Design rgb_pwm_ctrl, sky130hd; sources not shown.
Figure 1. Placement view (run 1).
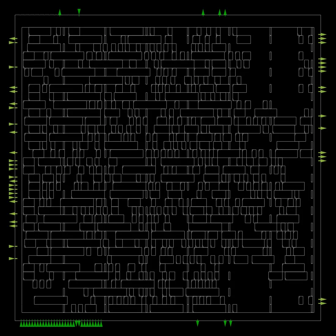
Core ar.: 9280 sq um
FILL cells: 1171
layout sequential cell count: 76

Figure 2. Met1 routing (run 1).
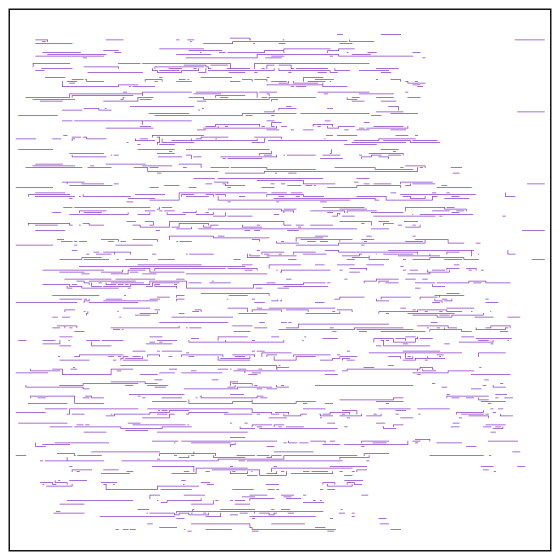
wire length on this layer: 4510 um
nets with wire on the layer: 511
longest straight run: 31.3 um
total detailed-routing wirelength: 9680 um
met1 capacity usage during global routing: 25.3%
vias after detailed routing: 3091

Figure 3. Met2 routing (run 1).
Cells faint in the background.
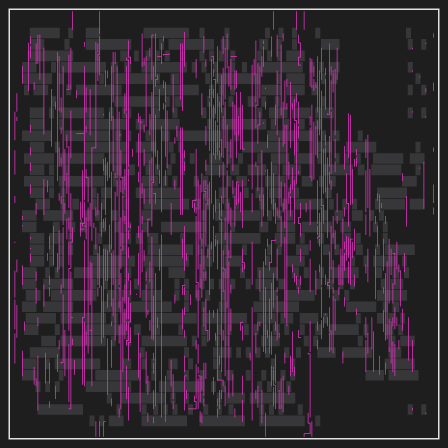
longest straight run: 49.0 um
wire length on this layer: 4790 um
main direction: vertical
nets with wire on the layer: 489
share of all routed wire: 49%
Global Route met2 Usage: 35.3%

==> GITHUB_STEP_SUMMARY, run 1 <==
### Metrics collected by this job

| Metric | Value |
|---|---|
| Launching element type of the critical path | register |
| Diode insertion count for antenna repair | 0 |
| Largest net degree at the start of global routing | 25 |
| Synthesized cell area | about 4000 sq um |
| Number of warning messages in the logs | approximately 53 |
| Heaviest power group | registers |
| Area added between synthesis and finish | 14.3% |
| Final Critical Period | 2360 ps |
| Max Fanout on Critical Path | 24 |
| CTS tree | yes |
| Mux frac, synth | 0% |
| Final tally of setup violations | 0 |
| Utilization of the core after routing | 49.7% |
| Vertical extent of the die | between 100 and 150 um |
| Power in combinational cells | 156 uW |
| Path depth of the worst reg2reg path | 6 |
| Leakage power summed over all cells | ~0.0021 uW |
| Total grt overflow | 0 |
| Clk sink count | around 76 |
| Cell depth of the worst hold path | 1 |
| Library cell occupying the most area in the post-synthesis netlist | sky130_fd_sc_hd__edfxtp_1 |
| Slew at the pin with the worst max-slew slack | 764 ps |
| P_seq | a little over 1000 uW |
| Parity-gate share of the synthesized area counting xor and xnor cells | 1.08% |
| Final setup margin | roughly 1000 ps |
| Required time of the critical path | 3330 ps |
| Clock tree buffer depth | 2 |
| Fraction of the yosys area taken by sequential cells | 49.6% |
| Clock tree root driver cell | sky130_fd_sc_hd__clkbuf_8 |
| Cell area after placement | 4400 sq um |
| Switching Fraction | 24.9% |
| Final HPWL DP | 7570 um |
| Min Hold Slack | 435 ps |
| Synthesized instance count | 479 |
| Gpl congestion | between 0.8 and 0.9 |
| Outcome | finished, final reports clean |
| Number of routed nets with antenna violations | 0 |
| Final Non-Filler Cells | 653 |
| Internal power | around 1500 uW |
| Number of instances in the placed design | 637 |
| F_max | 0.425 GHz |
| Placement-stage worst setup slack | 801 ps |
| Mean cell area of the mapped netlist | 8.43 sq um |
| Critical path arrival | 2280 ps |
| Total iterations of the first detailed-routing run | 4 |
| Critical path class | reg2reg |
| Top cell excl fill/tap | sky130_fd_sc_hd__nand2_1 |
| Vias in the first global route | 3281 |
| Post-synth top area share | 35.7% |
| Commonest cells in the netlist | sky130_fd_sc_hd__nand2_1 (118), sky130_fd_sc_hd__inv_1 (84), sky130_fd_sc_hd__nor2_1 (56) |
| Final Cell Area | 4620 sq um |
| Maxcap violations | 0 |
| IR drop worst, VDD | 0.292 mV |
| Busiest layer in global routing | met2 |
| RSZ-0062 raised after global routing | false |
| Count of library flops with an enable pin | between 40 and 50 |
| Top library cells by usage in the layout, fill and taps aside | sky130_fd_sc_hd__nand2_1 (118), sky130_fd_sc_hd__inv_1 (84), sky130_fd_sc_hd__nor2_1 (56), sky130_fd_sc_hd__edfxtp_1 (48) |
| Initial antenna violation count | 0 |
| Adder and majority cell fraction of the synthesized area | 7.13% |
| Clk pwr | 785 uW |
| DR iter-0 viols | 93 |
| Post-CTS setup buffer count | 0 |
| Inserted Clock Buffers | 9 |
| Final hold viol count | 0 |
| Fraction of power consumed by combinational cells | 7.9% |
| Num ports | 79 |
| Headroom to the max-slew limit | about half |
[run 1: cell type report]
type | count | area, sq um | area share [%]
well taps | 129 | 161 | 3.50
clock buffers | 10 | 128 | 2.76
multi-input cells | 315 | 1600 | 34.7
flip-flops and latches | 76 | 2000 | 43.4
clock inverters | 6 | 88.8 | 1.92
repair buffers | 33 | 318 | 6.88
inverters | 84 | 315 | 6.83
[run 1: critical path, stage by stage, from the launching register on]
cell	delay [ps]
sky130_fd_sc_hd__dfxtp_1	470
sky130_fd_sc_hd__ha_1	230
sky130_fd_sc_hd__nand2_1	110
sky130_fd_sc_hd__nor3b_1	260
sky130_fd_sc_hd__nand2_2	110
sky130_fd_sc_hd__nor3_2	210
sky130_fd_sc_hd__or2_2	550
==> run 1 -> run 2 <==
--- a/config.mk
+++ b/config.mk
@@ -9,7 +9,7 @@
 export CELL_PAD_IN_SITES_DETAIL_PLACEMENT = 1
 export CELL_PAD_IN_SITES_GLOBAL_PLACEMENT = 1
 export CORE_MARGIN = 2
-export CORE_UTILIZATION = 42
+export CORE_UTILIZATION = 39
 export CTS_CLUSTER_SIZE = 12
 export DETAILED_ROUTE_END_ITERATION = 16
 export GPL_TIMING_DRIVEN = 1
==> constraint.sdc (replaced) <==
create_clock -name clk -period 2.4 [get_ports clk]
set_clock_uncertainty 0.05 [all_clocks]
set_input_delay 0.48 -clock clk [delete_from_list [all_inputs] [get_ports clk]]
set_output_delay 0.48 -clock clk [all_outputs]
set_load 0.005 [all_outputs]
Figure 4. Met1 routing (run 2).
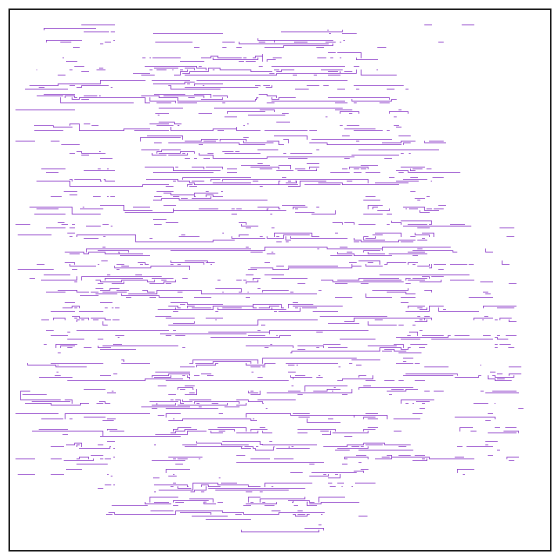
longest straight run: 32.2 um
main direction: horizontal
share of all routed wire: 44%
wire length on this layer: 4280 um
met1 capacity usage during global routing: 21.8%
vias after detailed routing: 3116
total detailed-routing wirelength: 9620 um

Figure 5. Cell density map (run 2).
The die is cut into 11 by 11 equal tiles; white is low, dark blue is high, 0 to 100% covered.
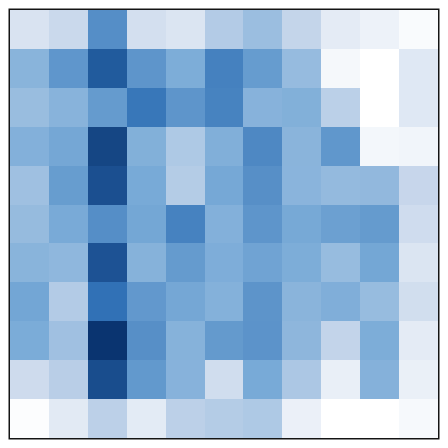
mean over tiles: 41%
tiles over 75% full: 5.0%
nearly empty tiles: 4.1%
utilization of the core after routing: 46.6%
pre-placement core utilization: 39.6%
Core ar.: 10200 sq um

Figure 6. Register map, names as in the netlist (run 2).
Other sequential cells in the stronger gray, the rest of the logic in the fainter gray.
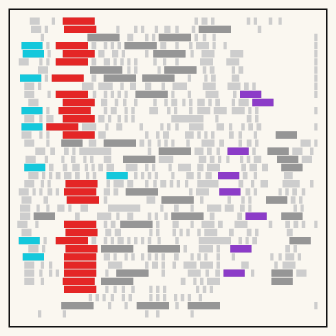
[r_pwm_cnt] purple | placed flops: 8
[r_tgt] red | placed flops: 24
[wb_dat_o] cyan | placed flops: 9
not colored: 35
area of all sequential standard cells: 2000 sq um
flip-flop and latch share of the layout cell area: 42.1%
P_seq: 1470 uW

==> GITHUB_STEP_SUMMARY, run 2 <==
### Metrics collected by this job

| Metric | Value |
|---|---|
| Outcome | finished, final reports clean (unchanged) |
| Max Fanout on Critical Path | 24 (unchanged) |
| Min Hold Slack | 421 ps (was 435 ps) |
| Largest net degree at the start of global routing | 25 (unchanged) |
| Final setup margin | 282 ps (was 1040 ps) |
| Worst path buffer plus inverter count | 1 (was 0) |
| Die Width | 106 um (was 102 um) |
| Number of cells in Yosys stat | 479 (unchanged) |
| Final HPWL DP | 7440 um (was 7570 um) |
| Final tally of setup violations | 0 (unchanged) |
| Number of I/O port buffers | 28 (unchanged) |
| Vertical extent of the die | 106 um (was 102 um) |
| Post-CTS setup buffer count | 0 (unchanged) |
| Most instantiated library cell after synthesis | sky130_fd_sc_hd__nand2_1 (unchanged) |
| Num ports | 79 (unchanged) |
| Path depth of the worst reg2reg path | 7 (was 6) |
| Fraction of the yosys area taken by sequential cells | 49.6% (unchanged) |
| Commonest cells in the netlist | sky130_fd_sc_hd__nand2_1 (118), sky130_fd_sc_hd__inv_1 (84), sky130_fd_sc_hd__nor2_1 (56) (unchanged) |
| Switching Fraction | 23.0% (was 24.9%) |
| Parity-gate share of the synthesized area counting xor and xnor cells | 1.08% (unchanged) |
| FILL cells | 1220 (was 1171) |
| Gpl congestion | 0.783 (was 0.821) |
| Critical path class | reg2reg (unchanged) |
| Number of instances in the placed design | 653 (was 637) |
| Clock tree root driver cell | sky130_fd_sc_hd__clkbuf_8 (unchanged) |
| Final Cell Area | 4750 sq um (was 4620 sq um) |
| Kind of cell adding the most delay to the critical path | simple AND/OR/NAND/NOR gates (unchanged) |
| Share of final-layout standard cells stronger than drive strength 1 | 10.3% (was 8.59%) |
| Number of nets in the final layout | 594 (was 585) |
| Final Non-Filler Cells | 668 (was 653) |
| Cell depth of the worst hold path | 1 (unchanged) |
| Initial antenna violation count | 0 (unchanged) |
| Clk sink count | 76 (unchanged) |
| Launching element type of the critical path | register (unchanged) |
| Number of warning messages in the logs | 53 (unchanged) |
| Final hold viol count | 0 (unchanged) |
| Power in combinational cells | 229 uW (was 156 uW) |
| Total grt overflow | 0 (unchanged) |
| Cell chain of the critical path | ha_1, nand2_1, nor3b_1, nand2_2, nor3_2, or2_2, buf_12 (was ha_1, nand2_1, nor3b_1, nand2_2, nor3_2, or2_2) |
| Total iterations of the first detailed-routing run | 4 (unchanged) |
| DRC violations left | 0 (unchanged) |
| NetSw | 690 uW (was 493 uW) |
| Type of the tightest min-delay check | reg2reg (unchanged) |
| Diode insertion count for antenna repair | 0 (unchanged) |
| Required time of the critical path | 2410 ps (was 3330 ps) |
| F_max | 0.472 GHz (was 0.425 GHz) |
| Inserted Clock Buffers | 9 (unchanged) |
| Cts-stage hold buffer count | 0 (unchanged) |
| CTS tree | yes (unchanged) |
| Leakage power summed over all cells | 0.00214 uW (was 0.00207 uW) |
| Library cell occupying the most area in the post-synthesis netlist | sky130_fd_sc_hd__edfxtp_1 (unchanged) |
| Maxcap violations | 0 (unchanged) |
| Top library cells by usage in the layout, fill and taps aside | sky130_fd_sc_hd__nand2_1 (118), sky130_fd_sc_hd__inv_1 (84), sky130_fd_sc_hd__nor2_1 (56), sky130_fd_sc_hd__edfxtp_1 (48) (unchanged) |
| Post-synth top area share | 35.7% (unchanged) |
| Worst-path cell with the longest stage delay | sky130_fd_sc_hd__dfxtp_1 (was sky130_fd_sc_hd__or2_2) |
| Total Power Consumption | 3000 uW (was 1980 uW) |
| Cell area after placement | 4490 sq um (was 4400 sq um) |
| Final Critical Period | 2120 ps (was 2360 ps) |
| Global Route met2 Usage | 33.6% (was 35.3%) |
| Area added between synthesis and finish | 17.7% (was 14.3%) |
| Stage delay of the slowest cell on the critical path | 460 ps (was 550 ps) |
| Number of placement rows | 37 (was 35) |
| Count of library flops with an enable pin | 48 (unchanged) |
| DR iter-0 viols | 123 (was 93) |
| CP Depth | 7 (was 6) |
| Clock tree buffer depth | 2 (unchanged) |
| Number of synthesized register bits | 76 (unchanged) |
| Most instantiated flip-flop cell in the synthesis netlist | sky130_fd_sc_hd__edfxtp_1 (unchanged) |
| Total GRT Usage | 18.5% (was 20.0%) |
| Clk pwr | 1310 uW (was 785 uW) |
| Top cell excl fill/tap | sky130_fd_sc_hd__nand2_1 (unchanged) |
| Internal power | 2310 uW (was 1480 uW) |
| Mux frac, synth | 0% (unchanged) |
| RSZ-0062 raised after global routing | false (unchanged) |
| Synthesized instance count | 479 (unchanged) |
| Mean cell area of the mapped netlist | 8.43 sq um (unchanged) |
| Fraction of power consumed by combinational cells | 7.6% (was 7.9%) |
| Power density normalized to cell area | 632 nW/um^2 (was 428 nW/um^2) |
| Heaviest power group | registers (unchanged) |
| IR drop worst, VDD | 0.313 mV (was 0.292 mV) |
| Adder and majority cell fraction of the synthesized area | 7.13% (unchanged) |
| Number of routed nets with antenna violations | 0 (unchanged) |
| Cell Type Count | 29 (unchanged) |
| Combinational gate area | 1600 sq um (unchanged) |
| Vias in the first global route | 3368 (was 3281) |
| Busiest layer in global routing | met2 (unchanged) |
| Placement-stage worst setup slack | 171 ps (was 801 ps) |
| Seq pwr share | 48.8% (was 52.4%) |
| Main logic family after synthesis | simple AND/OR/NAND/NOR gates (unchanged) |
| Critical path arrival | 2130 ps (was 2280 ps) |
| Synthesized cell area | 4040 sq um (unchanged) |
run 2: per-layer routing:
layer  part of all wire, %  vias to the layer above
met5                     0                        -
met4                   1.5                        0
met3                   4.0                       16
met2                    50                       73
met1                    44                     1468
li1                      -                     1559
run 2: cell type report:
cell class	instances	area share, %
Timing Repair Buffer	42	8.38
Inverter	84	6.64
Sequential cell	76	42.1
Clock inverter	6	2.90
Tap cell	136	3.58
Clock buffer	9	2.61
Multi-Input combinational cell	315	33.8
run 2: worst register-to-register path: cells and delay by family (launching register included):
kind	cells	cell delay (ps)
simple gates	5	880
flops	1	460
fa+ha+maj	1	220
buf+inv	1	180
run 2: cells by family after synthesis:
family	after synthesis
other	1
adders and majority gates	23
AOI/OAI and AO/OA	46
buffers and inverters	110
DFF	76
xor gates and xnor gates	5
and+or+nand+nor	218
No activity file was given, so power comes from the tool's default toggle rates.
